Met3 routing:
(4 px per µm) Cells faint in the background.
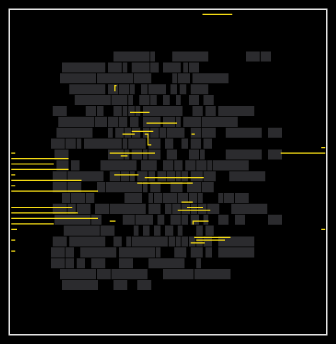
Clock distribution:
(6 px per µm)
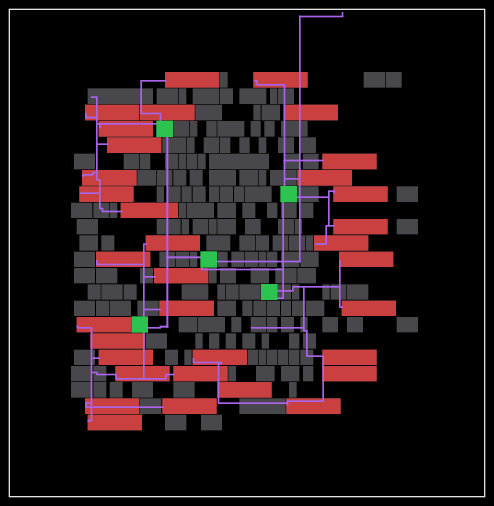
The clock network:
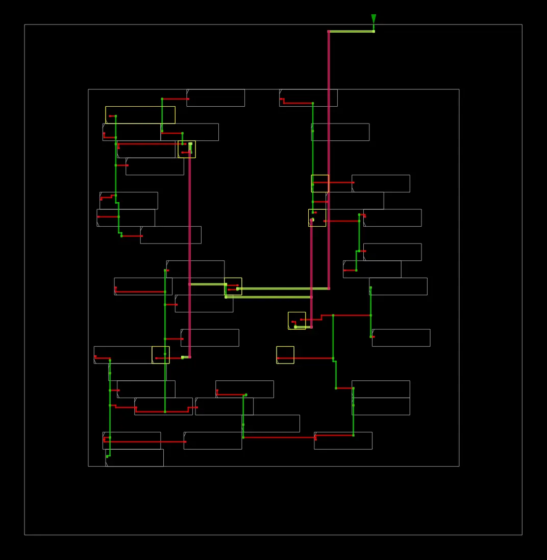
Placed cells, one color a class:
(3 px per µm)
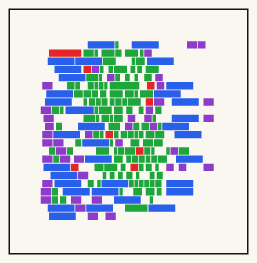
I/O nets highlighted:
(6 px per µm)
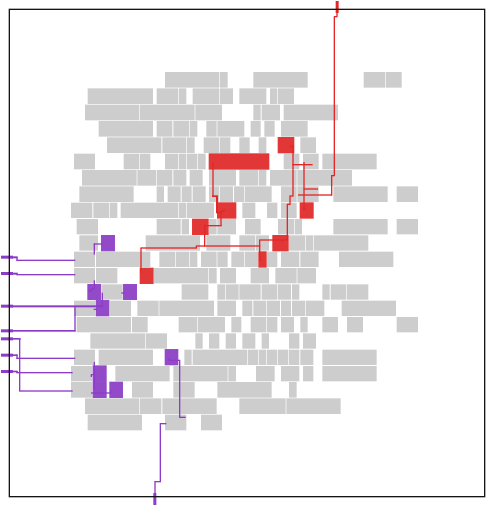
--- src/rtl/video_timing_sink_if.sv ---
// rtl/video_timing_sink_if.sv - ready/valid pixel stream between the streaming stage and the timing sink
interface video_timing_sink_if #(
  parameter int DATA_WIDTH = 8
);
  logic [DATA_WIDTH-1:0] data;
  logic                  valid;
  logic                  ready;

  modport master (output data, output valid, input ready);
  modport slave  (input data, input valid, output ready);
endinterface

--- src/rtl/video_timing_sink.sv ---
// rtl/video_timing_sink.sv - raster timing generator that pulls one pixel per active cycle
// and drives a registered data/de/hsync/vsync display interface.
module video_timing_sink #(
  parameter int DATA_WIDTH = 8,
  parameter int H_ACTIVE   = 800,
  parameter int H_FP       = 40,
  parameter int H_SYNC     = 128,
  parameter int H_BP       = 88,
  parameter int V_ACTIVE   = 600,
  parameter int V_FP       = 1,
  parameter int V_SYNC     = 4,
  parameter int V_BP       = 23,
  parameter bit SYNC_POL   = 1'b1
) (
  input  logic                  pixel_clk,
  input  logic                  rst_n,
  input  logic                  video_en,
  video_timing_sink_if.slave    pixel_stream_din,
  output logic [DATA_WIDTH-1:0] video_data,
  output logic                  video_de,
  output logic                  video_hsync,
  output logic                  video_vsync,
  output logic                  frame_start,
  output logic                  underflow
);

  localparam int H_TOTAL = H_ACTIVE + H_FP + H_SYNC + H_BP;
  localparam int V_TOTAL = V_ACTIVE + V_FP + V_SYNC + V_BP;
  localparam int HW      = $clog2(H_TOTAL);
  localparam int VW      = $clog2(V_TOTAL);

  localparam logic [HW-1:0] H_LAST       = HW'(H_TOTAL - 1);
  localparam logic [HW-1:0] H_ACT_END    = HW'(H_ACTIVE);
  localparam logic [HW-1:0] H_SYNC_FIRST = HW'(H_ACTIVE + H_FP);
  localparam logic [HW-1:0] H_SYNC_LAST  = HW'(H_ACTIVE + H_FP + H_SYNC - 1);
  localparam logic [VW-1:0] V_LAST       = VW'(V_TOTAL - 1);
  localparam logic [VW-1:0] V_ACT_END    = VW'(V_ACTIVE);
  localparam logic [VW-1:0] V_SYNC_FIRST = VW'(V_ACTIVE + V_FP);
  localparam logic [VW-1:0] V_SYNC_LAST  = VW'(V_ACTIVE + V_FP + V_SYNC - 1);

  logic [HW-1:0] h_cnt;
  logic [VW-1:0] v_cnt;
  logic          active;
  logic          hs;
  logic          vs;
  logic          fire;
  logic          at_origin;

  always_comb begin
    active    = (h_cnt < H_ACT_END) && (v_cnt < V_ACT_END);
    hs        = (h_cnt >= H_SYNC_FIRST) && (h_cnt <= H_SYNC_LAST);
    vs        = (v_cnt >= V_SYNC_FIRST) && (v_cnt <= V_SYNC_LAST);
    at_origin = (h_cnt == '0) && (v_cnt == '0);
    fire      = pixel_stream_din.valid && pixel_stream_din.ready;
  end

  assign pixel_stream_din.ready = active && video_en;

  // Free-running raster: it never waits on the stream, only video_en parks it at origin.
  always_ff @(posedge pixel_clk or negedge rst_n) begin
    if (!rst_n) begin
      h_cnt <= '0;
      v_cnt <= '0;
    end else if (!video_en) begin
      h_cnt <= '0;
      v_cnt <= '0;
    end else if (h_cnt == H_LAST) begin
      h_cnt <= '0;
      v_cnt <= (v_cnt == V_LAST) ? '0 : v_cnt + 1'b1;
    end else begin
      h_cnt <= h_cnt + 1'b1;
    end
  end

  // Syncs are gated by video_en so the cycle after disable is already inactive.
  always_ff @(posedge pixel_clk or negedge rst_n) begin
    if (!rst_n) begin
      video_data  <= '0;
      video_de    <= 1'b0;
      video_hsync <= ~SYNC_POL;
      video_vsync <= ~SYNC_POL;
      frame_start <= 1'b0;
      underflow   <= 1'b0;
    end else begin
      video_data  <= fire ? pixel_stream_din.data : '0;
      video_de    <= active && video_en;
      video_hsync <= (hs && video_en) ? SYNC_POL : ~SYNC_POL;
      video_vsync <= (vs && video_en) ? SYNC_POL : ~SYNC_POL;
      frame_start <= video_en && at_origin;
      if (active && video_en && !pixel_stream_din.valid) begin
        underflow <= 1'b1;
      end
    end
  end

endmodule

--- src/flat_wrapper.sv ---
// flat-port wrapper written by rule: the top's interface ports become plain ports
module video_timing_sink_flat 
#(
  parameter int DATA_WIDTH = 8,
  parameter int H_ACTIVE   = 800,
  parameter int H_FP       = 40,
  parameter int H_SYNC     = 128,
  parameter int H_BP       = 88,
  parameter int V_ACTIVE   = 600,
  parameter int V_FP       = 1,
  parameter int V_SYNC     = 4,
  parameter int V_BP       = 23,
  parameter bit SYNC_POL   = 1'b1
)
  (pixel_clk, rst_n, video_en, video_data, video_de, video_hsync, video_vsync, frame_start, underflow, pixel_stream_din_data, pixel_stream_din_valid, pixel_stream_din_ready);
  video_timing_sink_if #(.DATA_WIDTH(DATA_WIDTH)) pixel_stream_din_i ();
  input  logic pixel_clk;
  input  logic rst_n;
  input  logic video_en;
  output logic [DATA_WIDTH-1:0] video_data;
  output logic video_de;
  output logic video_hsync;
  output logic video_vsync;
  output logic frame_start;
  output logic underflow;
  input wire logic [$bits(pixel_stream_din_i.data)-1:0] pixel_stream_din_data;
  input wire logic [$bits(pixel_stream_din_i.valid)-1:0] pixel_stream_din_valid;
  output wire logic [$bits(pixel_stream_din_i.ready)-1:0] pixel_stream_din_ready;
  assign pixel_stream_din_i.data = pixel_stream_din_data;
  assign pixel_stream_din_i.valid = pixel_stream_din_valid;
  assign pixel_stream_din_ready = pixel_stream_din_i.ready;
  video_timing_sink #(.DATA_WIDTH(DATA_WIDTH), .H_ACTIVE(H_ACTIVE), .H_FP(H_FP), .H_SYNC(H_SYNC), .H_BP(H_BP), .V_ACTIVE(V_ACTIVE), .V_FP(V_FP), .V_SYNC(V_SYNC), .V_BP(V_BP), .SYNC_POL(SYNC_POL)) u_core (.pixel_clk(pixel_clk), .rst_n(rst_n), .video_en(video_en), .pixel_stream_din(pixel_stream_din_i), .video_data(video_data), .video_de(video_de), .video_hsync(video_hsync), .video_vsync(video_vsync), .frame_start(frame_start), .underflow(underflow));
endmodule
--- config.mk ---
export PLATFORM = sky130hd
export DESIGN_NAME = video_timing_sink_flat
export DESIGN_NICKNAME = d
export VERILOG_FILES = /design/src/rtl/video_timing_sink_if.sv /design/src/rtl/video_timing_sink.sv /design/src/flat_wrapper.sv
export SDC_FILE = /design/constraint.sdc
export NUM_CORES = 1
export LEC_CHECK = 0
export ABC_AREA = 0
export CAP_MARGIN = 0
export CORE_AREA = 10 10 69 71
export CTS_CLUSTER_DIAMETER = 50
export CTS_CLUSTER_SIZE = 14
export DETAILED_ROUTE_END_ITERATION = 16
export DIE_AREA = 0 0 79 81
export GPL_ROUTABILITY_DRIVEN = 1
export PLACE_DENSITY = 0.87
export SYNTH_ARGS = -nofsm -noshare
export SYNTH_HDL_FRONTEND = slang
export SYNTH_SLANG_ARGS = --single-unit
--- constraint.sdc ---
create_clock -name pixel_clk -period 2.1 [get_ports pixel_clk]
set_input_delay 0.315 -clock pixel_clk [delete_from_list [all_inputs] [get_ports pixel_clk]]
set_output_delay 0.315 -clock pixel_clk [all_outputs]
set_load 0.005 [all_outputs]
==> Changelog: implementation <==
## Flow update

- Global-route wire length before repair: 6.58 mm
- Max-slew violations: 0
- Comb. cell area: 818 µm²
- Max Cap Violations: 0
- Status: completed
- Register area: 852 µm²
- N_diodes: 0
- Number of remaining DRC errors: 0
- WP data arrival: 1.69 ns
- EDFF count, synth: 0
- Crit end category: output port
- Pre-antenna DRT Iters: 4
- Initial antenna violation count: 0
- Post-Syn Instances: 166
- Die area: 0.00640 mm²
- Placed cells: 248
- Max FO, Critical Path: 6
- Hpwl dp: 2.85 mm
- Asr flop ratio synth: 100%
- Setup total negative slack: 0 ns
- Crit path kind: register to output port
- Unrepaired setup endpoints after global routing: no
- Post-route minimum period: 2.01 ns
- Final setup fails: 0
- Main logic family: simple AND/OR/NAND/NOR gates
- Most frequent cell after synthesis: dfrtp_1
- Cell type with the largest total area: dfrtp_1
- Critical Path RT: 1.78 ns
- Area leader share: 49.2%
- Peak VDD IR: 0.498 mV
- Die X: 79 µm
- Synth mux share: 1.88%
- Cell count in the Yosys report: 166
- Worst hold path type: input port to asynchronous set/reset pin
- Final Hold Viols: 0
- CTS root buffer: clkbuf_4
- Static Leak: 0.951 nW
- Largest net degree at the start of global routing: 35
- PD cells: 584 mW/mm²
- Register area share after synthesis: 49.2%
- Non-filler cells in the finished layout: 257
- Worst slew pin tran: 0.485 ns
- Grt total ovfl: 0
- Synthesized area per cell: 10.4 µm²
- Fmax achieved: 498 MHz
- Vias in the first global route: 1397
- Reg clk slew, reported paths: 0.12 ns
- Post-Syn Area: 0.00173 mm²
- Compound Share, Synth: 13.4%
- Adders+Majority by Area: 4.34%
-- 'met3 routing' (at the start) --
wire length on this layer: 274 µm
longest straight run: 21.4 µm
share of all routed wire: 7.2%
routed via count: 1408
DRT Wirelength: 3.82 mm

-- 'clock distribution' (at the start) --
legend:
  green:
    item: clock-net drivers
    count: 5
  red:
    item: flip-flops
    count: 34
  purple:
    item: clock wires
    length: 432 µm
routed clock nets: 6
Clock power frac: 37.5%
Clock Skew: 0.0119 ns
clk_lat worst skew: 0.35 ns
Power Clock: 487 µW

-- 'the clock network' (at the start) --
CTS buffer count: 5
flop count: 34
clk sinks: 34

-- 'placed cells, one color a class' (at the start) --
legend:
  green:
    class: remaining logic cells
    cells: 126
    share_of_their_area: 40%
  red:
    class: clock drivers and dummy loads
    cells: 8
    share_of_their_area: 3.8%
  blue:
    class: registers
    cells: 34
    share_of_their_area: 39%
  purple:
    class: remaining buffers and delay cells
    cells: 41
    share_of_their_area: 17%
fin area: 0.00222 mm²
flop share of the area: 38.3%
Core ar.: 0.00352 mm²

-- 'I/O nets highlighted' (at the start) --
legend:
  purple:
    port: `pixel_stream_din_data`
    bits: 8
    direction: input
    edge: 7 left, 1 bottom
    end_cells: 8
    wire: 134 µm
  red:
    port: `video_en`
    bits: 1
    direction: input
    edge: top
    end_cells: 8
    wire: 119 µm
I/O pin count: 26
number of port buffers: 25

-- cell usage in the layout (no fill, tap or decap), drive strengths merged, types with 2 or more instances in the layout --
cell type and n:
dfrtp 34, clkdlybuf4s50 24, buf 16, inv 11
nor2 11, and2 9, nand2 9, nor3 8
o21ai 8, nand3 7, or3 6, a21oi 6
ha 6, nor4 6, clkbuf 5, o31ai 5
nand4 4, xnor2 4, xor2 3, o211ai 3
and3 2, nand2b 2, a21o 2, o22ai 2
mux2 2, clkinvlp 2
-- kinds of logic (layout without fill, tap and decap cells) --
kind of cell,count (synthesis),count (layout)
AND/OR/NAND/NOR,69,69
flip-flops,34,34
AND-OR/OR-AND,30,30
buffers and inverters,17,60
XOR/XNOR,7,7
adder cells (fa/ha/maj),6,6
multiplexers,3,3
-- power breakdown --
group,switching [mW],leakage [nW],internal [mW]
Combinational,0.0602,0.456,0.0708
Sequential,0.00875,0.458,0.671
Clock,0.238,0.0374,0.250
Total,0.307,0.951,0.992
-- worst paths after layout --
path | startpoint | to | slack [ns]
worst min register to register | u_core.underflow$_DFFE_PN0P_ | u_core.underflow$_DFFE_PN0P_ | 0.48
worst max-delay path | u_core.v_cnt[7]$_DFFE_PN0P_ | pixel_stream_din_ready | 0.09
min in group pixel_clk | u_core.underflow$_DFFE_PN0P_ | u_core.underflow$_DFFE_PN0P_ | 0.48
max in group asynchronous | rst_n | u_core.v_cnt[7]$_DFFE_PN0P_ | 1.43
worst max register to register | u_core.v_cnt[7]$_DFFE_PN0P_ | u_core.v_cnt[1]$_DFFE_PN0P_ | 0.24
worst min-delay path | rst_n | u_core.h_cnt[6]$_DFF_PN0_ | 0.35
-- layout make-up --
cell class                      instances  share of cell area [%]
Sequential cell                        34                    38.3
Clock inverter                          3                    2.03
Timing Repair Buffer                   41                    16.6
Tap cell                               48                    2.70
Inverter                               11                    1.86
Multi-Input combinational cell        115                    36.8
Clock buffer                            5                    1.69
-- metrics by stage --
step	worst slack, ns	instance area, µm²	utilization (%)	hold WS (ns)
floorplan	0.488	1730	-	0.0194
global placement	0.0822	2120	60.1	0.451
detailed placement	0.0901	2120	60.1	0.454
CTS	0.0695	2220	63.0	0.366
global route	0.0129	2220	63.1	0.408
finish	0.0929	2220	63.1	0.348
-- what timing repair did --
item	CTS	global route
resized	6	2
pin swaps	2	0
buffers inserted	1	0
setup endpoints to repair	1	1
-- flip-flops by register name, summed over array words and instances (netlist names) --
name and cells:
u_core.frame_start 1, u_core.h_cnt 11, u_core.underflow 1, u_core.v_cnt 10, u_core.video_data 8, u_core.video_de 1
u_core.video_hsync 1, u_core.video_vsync 1
-- critical path, stage by stage (launching register included) --
cell and delay (ns):
dfrtp_2 0.46, nand4bb_1 0.24, nor2_2 0.18, nor3_1 0.07, buf_4 0.14, dlygate4sd2_1 0.26
-- metal layers --
metal  wire [µm]  global-route usage [%]  part of all wire, %  up-vias
met1        1640                    15.1                   43      670
met2        1810                    20.5                   47       54
met3         274                    4.64                  7.2        8
met5           0                       0                    0        -
met4          90                    6.81                  2.4        0
li1            -                       -                    -      676
No activity file was given, so power comes from the tool's default toggle rates.
